## src/rtl/dds_top.sv

```systemverilog
// DDS tone generator: phase accumulator, wave shaper, melody ROM, display.
// DDS_PWM_AUDIO_EN adds the PWM audio path and amp enable.
module dds_top #(
   parameter int TUNE_STEP   = 429,
   parameter int NOTE_CYCLES = 25_000_000
) (
   input  logic        clk,
   input  logic        rst,
   input  logic [7:0]  ctrl,
   input  logic [1:0]  ctrl_wav,
   input  logic        ctrl_dis,
   input  logic [2:0]  song_num,
   input  logic        auto_en,
   output logic [7:0]  wave_out,
   output logic [7:0]  dis_dig,
   output logic [13:0] dis_num,
   output logic        sd,
   output logic        audio_out,
   output logic        DAC_ILE,
   output logic        DAC_CS,
   output logic        DAC_WR1,
   output logic        DAC_WR2,
   output logic        DAC_XFER
);

   localparam int TW = (NOTE_CYCLES > 1) ? $clog2(NOTE_CYCLES) : 1;

   logic [31:0]   phase;
   logic [31:0]   step;
   logic [7:0]    e_code;
   logic [7:0]    note_code;
   logic [127:0]  row;
   logic [3:0]    idx;
   logic [3:0]    idx_nxt;
   logic [TW-1:0] timer;
   logic [TW-1:0] timer_nxt;
   logic [2:0]    song_prev;
   logic          auto_prev;
   logic          chg;
   logic [7:0]    p;
   logic [7:0]    wave_nxt;
   logic [13:0]   dis_nxt;
   logic [3:0]    wav_oh;

   function automatic logic [7:0] quarter(input logic [6:0] k);
      logic [7:0] q;
      case (k)
         7'd0:  q = 8'd128;  7'd1:  q = 8'd131;
         7'd2:  q = 8'd134;  7'd3:  q = 8'd137;
         7'd4:  q = 8'd140;  7'd5:  q = 8'd143;
         7'd6:  q = 8'd146;  7'd7:  q = 8'd149;
         7'd8:  q = 8'd152;  7'd9:  q = 8'd155;
         7'd10: q = 8'd158;  7'd11: q = 8'd162;
         7'd12: q = 8'd165;  7'd13: q = 8'd167;
         7'd14: q = 8'd170;  7'd15: q = 8'd173;
         7'd16: q = 8'd176;  7'd17: q = 8'd179;
         7'd18: q = 8'd182;  7'd19: q = 8'd185;
         7'd20: q = 8'd188;  7'd21: q = 8'd190;
         7'd22: q = 8'd193;  7'd23: q = 8'd196;
         7'd24: q = 8'd198;  7'd25: q = 8'd201;
         7'd26: q = 8'd203;  7'd27: q = 8'd206;
         7'd28: q = 8'd208;  7'd29: q = 8'd211;
         7'd30: q = 8'd213;  7'd31: q = 8'd215;
         7'd32: q = 8'd218;  7'd33: q = 8'd220;
         7'd34: q = 8'd222;  7'd35: q = 8'd224;
         7'd36: q = 8'd226;  7'd37: q = 8'd228;
         7'd38: q = 8'd230;  7'd39: q = 8'd232;
         7'd40: q = 8'd234;  7'd41: q = 8'd235;
         7'd42: q = 8'd237;  7'd43: q = 8'd238;
         7'd44: q = 8'd240;  7'd45: q = 8'd241;
         7'd46: q = 8'd243;  7'd47: q = 8'd244;
         7'd48: q = 8'd245;  7'd49: q = 8'd246;
         7'd50: q = 8'd248;  7'd51: q = 8'd249;
         7'd52: q = 8'd250;  7'd53: q = 8'd250;
         7'd54: q = 8'd251;  7'd55: q = 8'd252;
         7'd56: q = 8'd253;  7'd57: q = 8'd253;
         7'd58: q = 8'd254;  7'd59: q = 8'd254;
         7'd60: q = 8'd254;  7'd61: q = 8'd255;
         7'd62: q = 8'd255;  7'd63: q = 8'd255;
         default: q = 8'd255;
      endcase
      return q;
   endfunction

   // Second quadrant mirrors the first; the lower half is 255-q,
   // except p=128 where the exact value 127.5 rounds up to 128.
   function automatic logic [7:0] sine_lut(input logic [7:0] ph);
      logic [6:0] a;
      logic [6:0] k;
      logic [7:0] q;
      a = ph[6:0];
      k = a[6] ? (7'd0 - a) : a;
      q = quarter(k);
      if (!ph[7]) return q;
      else if (a == 7'd0) return 8'd128;
      else return 8'd255 - q;
   endfunction

   function automatic logic [127:0] song_row(input logic [2:0] s);
      logic [127:0] r;
      case (s)
         3'd0: r = {8'd26, 8'd26, 8'd39, 8'd39, 8'd44, 8'd44, 8'd39, 8'd0,
                    8'd35, 8'd35, 8'd33, 8'd33, 8'd29, 8'd29, 8'd26, 8'd0};
         3'd1: r = {8'd33, 8'd29, 8'd26, 8'd29, 8'd33, 8'd33, 8'd33, 8'd0,
                    8'd29, 8'd29, 8'd29, 8'd0,  8'd33, 8'd39, 8'd39, 8'd0};
         3'd2: r = {8'd26, 8'd29, 8'd33, 8'd26, 8'd26, 8'd29, 8'd33, 8'd26,
                    8'd33, 8'd35, 8'd39, 8'd0,  8'd33, 8'd35, 8'd39, 8'd0};
         3'd3: r = {8'd39, 8'd44, 8'd39, 8'd35, 8'd33, 8'd26, 8'd0,  8'd0,
                    8'd39, 8'd44, 8'd39, 8'd35, 8'd33, 8'd26, 8'd0,  8'd0};
         3'd4: r = {8'd52, 8'd49, 8'd44, 8'd39, 8'd35, 8'd33, 8'd29, 8'd26,
                    8'd29, 8'd33, 8'd35, 8'd39, 8'd44, 8'd49, 8'd52, 8'd0};
         3'd5: r = {8'd33, 8'd33, 8'd35, 8'd39, 8'd39, 8'd35, 8'd33, 8'd29,
                    8'd26, 8'd26, 8'd29, 8'd33, 8'd33, 8'd29, 8'd29, 8'd0};
         3'd6: r = {8'd26, 8'd33, 8'd39, 8'd52, 8'd39, 8'd33, 8'd26, 8'd0,
                    8'd29, 8'd35, 8'd44, 8'd52, 8'd44, 8'd35, 8'd29, 8'd0};
         default:
               r = {8'd44, 8'd0,  8'd44, 8'd0,  8'd39, 8'd0,  8'd39, 8'd0,
                    8'd35, 8'd35, 8'd33, 8'd33, 8'd29, 8'd29, 8'd26, 8'd0};
      endcase
      return r;
   endfunction

   // Note code lookup; index 0 is the leftmost literal of each row.
   always_comb begin
      row       = song_row(song_num);
      note_code = row[{~idx, 3'b000} +: 8];
      e_code    = auto_en ? note_code : ctrl;
      step      = 32'(e_code) * 32'(TUNE_STEP);
      p         = phase[31:24];
      wav_oh    = 4'b0001 << ctrl_wav;
   end

   // Wave shaper selected by ctrl_wav.
   always_comb begin
      wave_nxt = 8'h80;
      unique case (ctrl_wav)
         2'd0: wave_nxt = sine_lut(p);
         2'd1: wave_nxt = p[7] ? 8'h00 : 8'hFF;
         2'd2: wave_nxt = p[7] ? ~{p[6:0], 1'b0} : {p[6:0], 1'b0};
         2'd3: wave_nxt = p;
      endcase
   end

   // Melody sequencer next state; restarts on song change or auto entry.
   always_comb begin
      chg       = auto_en && (!auto_prev || (song_num != song_prev));
      idx_nxt   = idx;
      timer_nxt = timer;
      if (!auto_en || chg) begin
         idx_nxt   = 4'd0;
         timer_nxt = '0;
      end else if (timer == TW'(NOTE_CYCLES - 1)) begin
         idx_nxt   = idx + 4'd1;
         timer_nxt = '0;
      end else begin
         timer_nxt = timer + TW'(1);
      end
   end

   // Display value uses the post-update note index.
   always_comb begin
      dis_nxt = 14'(e_code) * 14'd10;
      if (ctrl_dis)
         dis_nxt = 14'(song_num) * 14'd100 + 14'(idx_nxt);
   end

   // Phase accumulator and registered DAC sample.
   always_ff @(posedge clk or negedge rst) begin
      if (!rst) begin
         phase    <= '0;
         wave_out <= 8'h80;
      end else begin
         phase    <= phase + step;
         wave_out <= wave_nxt;
      end
   end

   // Melody index, note timer and change-detect history.
   always_ff @(posedge clk or negedge rst) begin
      if (!rst) begin
         idx       <= 4'd0;
         timer     <= '0;
         song_prev <= 3'd0;
         auto_prev <= 1'b0;
      end else begin
         idx       <= idx_nxt;
         timer     <= timer_nxt;
         song_prev <= song_num;
         auto_prev <= auto_en;
      end
   end

   // Display registers and DAC chip select.
   always_ff @(posedge clk or negedge rst) begin
      if (!rst) begin
         dis_num <= '0;
         dis_dig <= '0;
         DAC_CS  <= 1'b1;
      end else begin
         dis_num <= dis_nxt;
         dis_dig <= {auto_en, song_num, wav_oh};
         DAC_CS  <= 1'b0;
      end
   end

   assign DAC_ILE  = 1'b1;
   assign DAC_WR1  = 1'b0;
   assign DAC_WR2  = 1'b0;
   assign DAC_XFER = 1'b0;

`ifdef DDS_PWM_AUDIO_EN
   logic [7:0] pwm_cnt;

   // Free-running PWM compare against the current sample.
   always_ff @(posedge clk or negedge rst) begin
      if (!rst) begin
         pwm_cnt   <= 8'd0;
         audio_out <= 1'b0;
         sd        <= 1'b0;
      end else begin
         pwm_cnt   <= pwm_cnt + 8'd1;
         audio_out <= (pwm_cnt < wave_out);
         sd        <= 1'b1;
      end
   end
`else
   assign audio_out = 1'b0;
   assign sd        = 1'b0;
`endif

endmodule

```

## config.mk

```make
export PLATFORM = sky130hd
export DESIGN_NAME = dds_top
export DESIGN_NICKNAME = d
export VERILOG_FILES = /design/src/rtl/dds_top.sv
export SDC_FILE = /design/constraint.sdc
export NUM_CORES = 1
export LEC_CHECK = 0
export CORE_ASPECT_RATIO = 0.9
export CORE_MARGIN = 2
export CORE_UTILIZATION = 65
export CTS_BUF_LIST = sky130_fd_sc_hd__clkbuf_8
export DETAILED_ROUTE_END_ITERATION = 6
export GPL_ROUTABILITY_DRIVEN = 0
export PLACE_DENSITY = 0.84
export REMOVE_ABC_BUFFERS = 1
export SYNTH_ARGS = -nofsm -noshare
export SYNTH_HDL_FRONTEND = slang
export SYNTH_SLANG_ARGS = --single-unit
```

## constraint.sdc

```tcl
create_clock -name clk -period 17.6 [get_ports clk]
set_input_delay 2.64 -clock clk [delete_from_list [all_inputs] [get_ports clk]]
set_output_delay 2.64 -clock clk [all_outputs]
set_load 0.01 [all_outputs]
```

==> impl_metrics.py <==
# Synthesis and PnR figures
metrics = {
    "cts": {
        "tritoncts": "done",
        "clk_pin_slew_ns": 0.09,
        "post_cts_buffers": 0,
        "htreeDepth": 3,
        "root_buffer": "clkbuf_8",
    },
    "logic_synthesis": {
        "adder_share_pct": 21.0,
        "ys_chip_area_um2": 8730,
        "netlist.area_leader.share_pct": 25.2,
        "syn_avg_cell_area_um2": 8.48,
        "ys_ff": 90,
        "topCombFamilyByArea": "adder cells",
        "yosysMostFrequentCell": "inv_1",
        "yosys.area_share.aoi_pct": 19.2,
        "top_cells_by_area": "dfrtp_1 25%, ha_1 13%, fa_1 7.8%",
        "simple_gate_share_pct": 15.4,
        "yosys-stat-cells": 1029,
    },
    "final_timing": {
        "grt_setup_unrepaired": "false",
        "slew-limit-headroom_pct": 24.5,
        "tightest_slew_ns": 1.13,
        "whs_ns": 0.479,
        "min_period_ns": 10.21,
        "fmaxAchievable_mhz": 97.9,
    },
    "floorplanning": {
        "boundaryPins": 54,
        "fp_util_pct": 66.1,
        "rows": 40,
        "die_w_um": 126,
    },
    "power": {
        "p_sw_share_pct": 45.8,
    },
    "worst_setup_path": {
        "r2r_end": "phase[23]",
        "required_ns": 17.85,
        "cpPeakStageDelay_ns": 0.80,
        "r2r-start": "idx[0]",
        "cp.buffers_inverters": 6,
        "start_kind": "primary input",
        "setup.worst_path.end_class": "register",
        "reg2reg_depth": 23,
    },
    "final_layout": {
        "antenna_cells": 0,
        "lay_top_count": "inv_1",
        "stdcell_count": 1205,
        "final_cell_mix": "110 x inv_1, 92 x ha_1, 88 x dfrtp_1",
        "layout.nets": 1175,
        "fillCellCount": 1013,
    },
    "run_status": {
        "violations": "DRC",
        "status": "complete, but fails checks",
    },
    "detailed_routing": {
        "ant_nets": 0,
        "wl_met1_um": 9080,
        "dr.pass1.iters": 7,
        "drc": 1,
        "drt-wirelength-per-cell_um": 17.2,
        "drt_wl_total_um": 20700,
        "wl_met3_um": 1680,
    },
    "global_routing": {
        "track_usage_pct": 29.8,
        "grt_pass1_vias": 7132,
        "top_usage_layer": "met2",
        "grt_pass1_wl_um": 35000,
        "use_met2_pct": 46.3,
    },
    "place": {
        "placed_area_um2": 9160,
    },
    "min_path": {
        "hold_depth": 1,
    },
}
## worst reg2reg max path: stages (launching register included)
cell and delay, ns:
dfrtp_1 0.37, buf_4 0.27, inv_1 0.50, o21ai_0 0.18
a2bb2oi_1 0.16, o32ai_1 0.12, mux4_2 0.49, mux2i_1 0.76
fa_1 0.56, ha_1 0.31, ha_1 0.28, inv_1 0.06
fa_1 0.52, inv_1 0.05, ha_1 0.22, inv_1 0.07
fa_1 0.20, nor2b_1 0.06, o21a_1 0.18, o21ai_0 0.34
a211oi_1 0.20, nor4_1 0.76, nor4b_1 0.16, xor2_1 0.18
## cell type report
type                            count  area share (%)
Tap cell                          168            2.24
Multi-Input combinational cell    764            61.5
Timing Repair Buffer               52            5.34
Clock inverter                      6           0.841
Sequential cell                    90            24.0
Inverter                          115            4.60
Clock buffer                       10            1.47
## power by group through the flow
| stage | logic (uW) | clock network, uW | registers (uW) |
|---|---|---|---|
| finish | 914 | 155 | 273 |
| global route | 1040 | 166 | 276 |
| CTS | 911 | 159 | 273 |
| detailed placement | 887 | 0 | 276 |
| global placement | 858 | 0 | 275 |
| floorplan | 690 | 0 | 275 |
## state kept, by name (all words and copies together), names as in the netlist
| name | cells |
|---|---|
| dis_dig | 7 |
| timer | 25 |
| idx | 4 |
| wave_out | 8 |
| dis_num | 12 |
| DAC_CS | 1 |
| phase | 32 |
| auto_prev | 1 |
## worst max path at each step
stage	end	cells past startpoint	slack, ns	from
floorplan	phase[23]	24	9.07	song_num[0]
global placement	phase[23]	25	7.18	song_num[0]
detailed placement	phase[23]	25	7.08	song_num[0]
CTS	phase[23]	25	7.46	song_num[0]
global route	phase[23]	25	6.80	song_num[0]
finish	phase[23]	25	7.39	song_num[0]
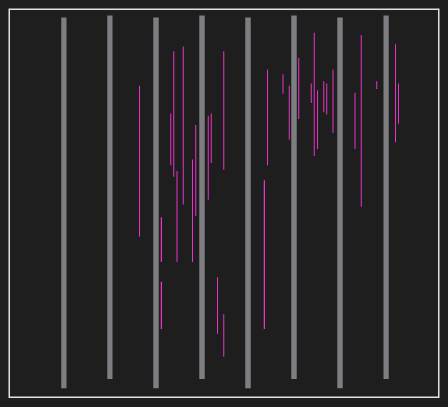
**Above:** metal 4.
Supply wires on this layer in grey.
nets with wire on the layer = 29
main direction = vertical
share of all routed wire = 3.2%

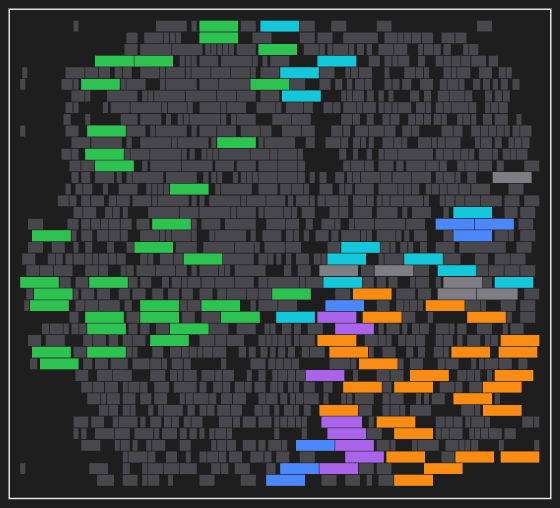
**Above:** sequential cells coloured by netlist name.
phase -> green  # placed flops 32
dis_num -> cyan  # placed flops 12
wave_out -> purple  # placed flops 8
timer -> orange  # placed flops 25, where lower right
dis_dig -> blue  # placed flops 7
not coloured = 6
fraction of area in registers: 24.0%
sequential cell area: 2250 um^2
final design utilization: 71.0%

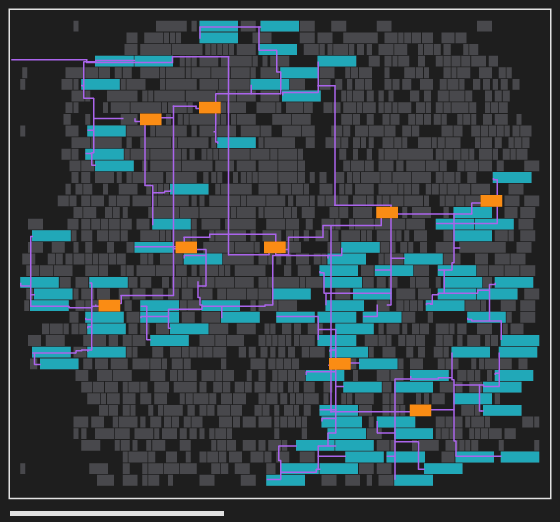
**Above:** routed clock nets over the placement.
Scale bar: 50 um.
clock-net drivers -> orange  # count 9
clock wires -> purple  # length 1160 um
flip-flops -> cyan  # count 90
flops lie = widely spread
Clk power: 155 uW
clk_skew: 0.0129 ns
clock share of power: 11.6%

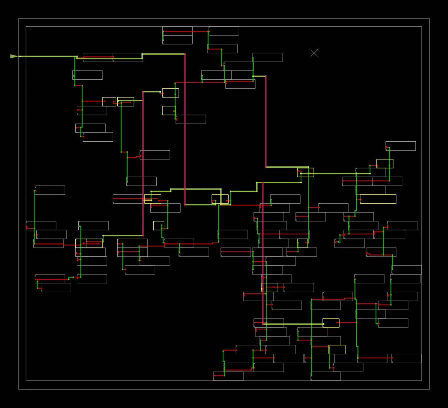
**Above:** clock wiring as the flow saved it.
Sink Count: 90
clkbuf count: 10
worst skew pair latency: 0.38 ns
CTS Buf Count: 9

No activity file was given, so power comes from the tool's default toggle rates.
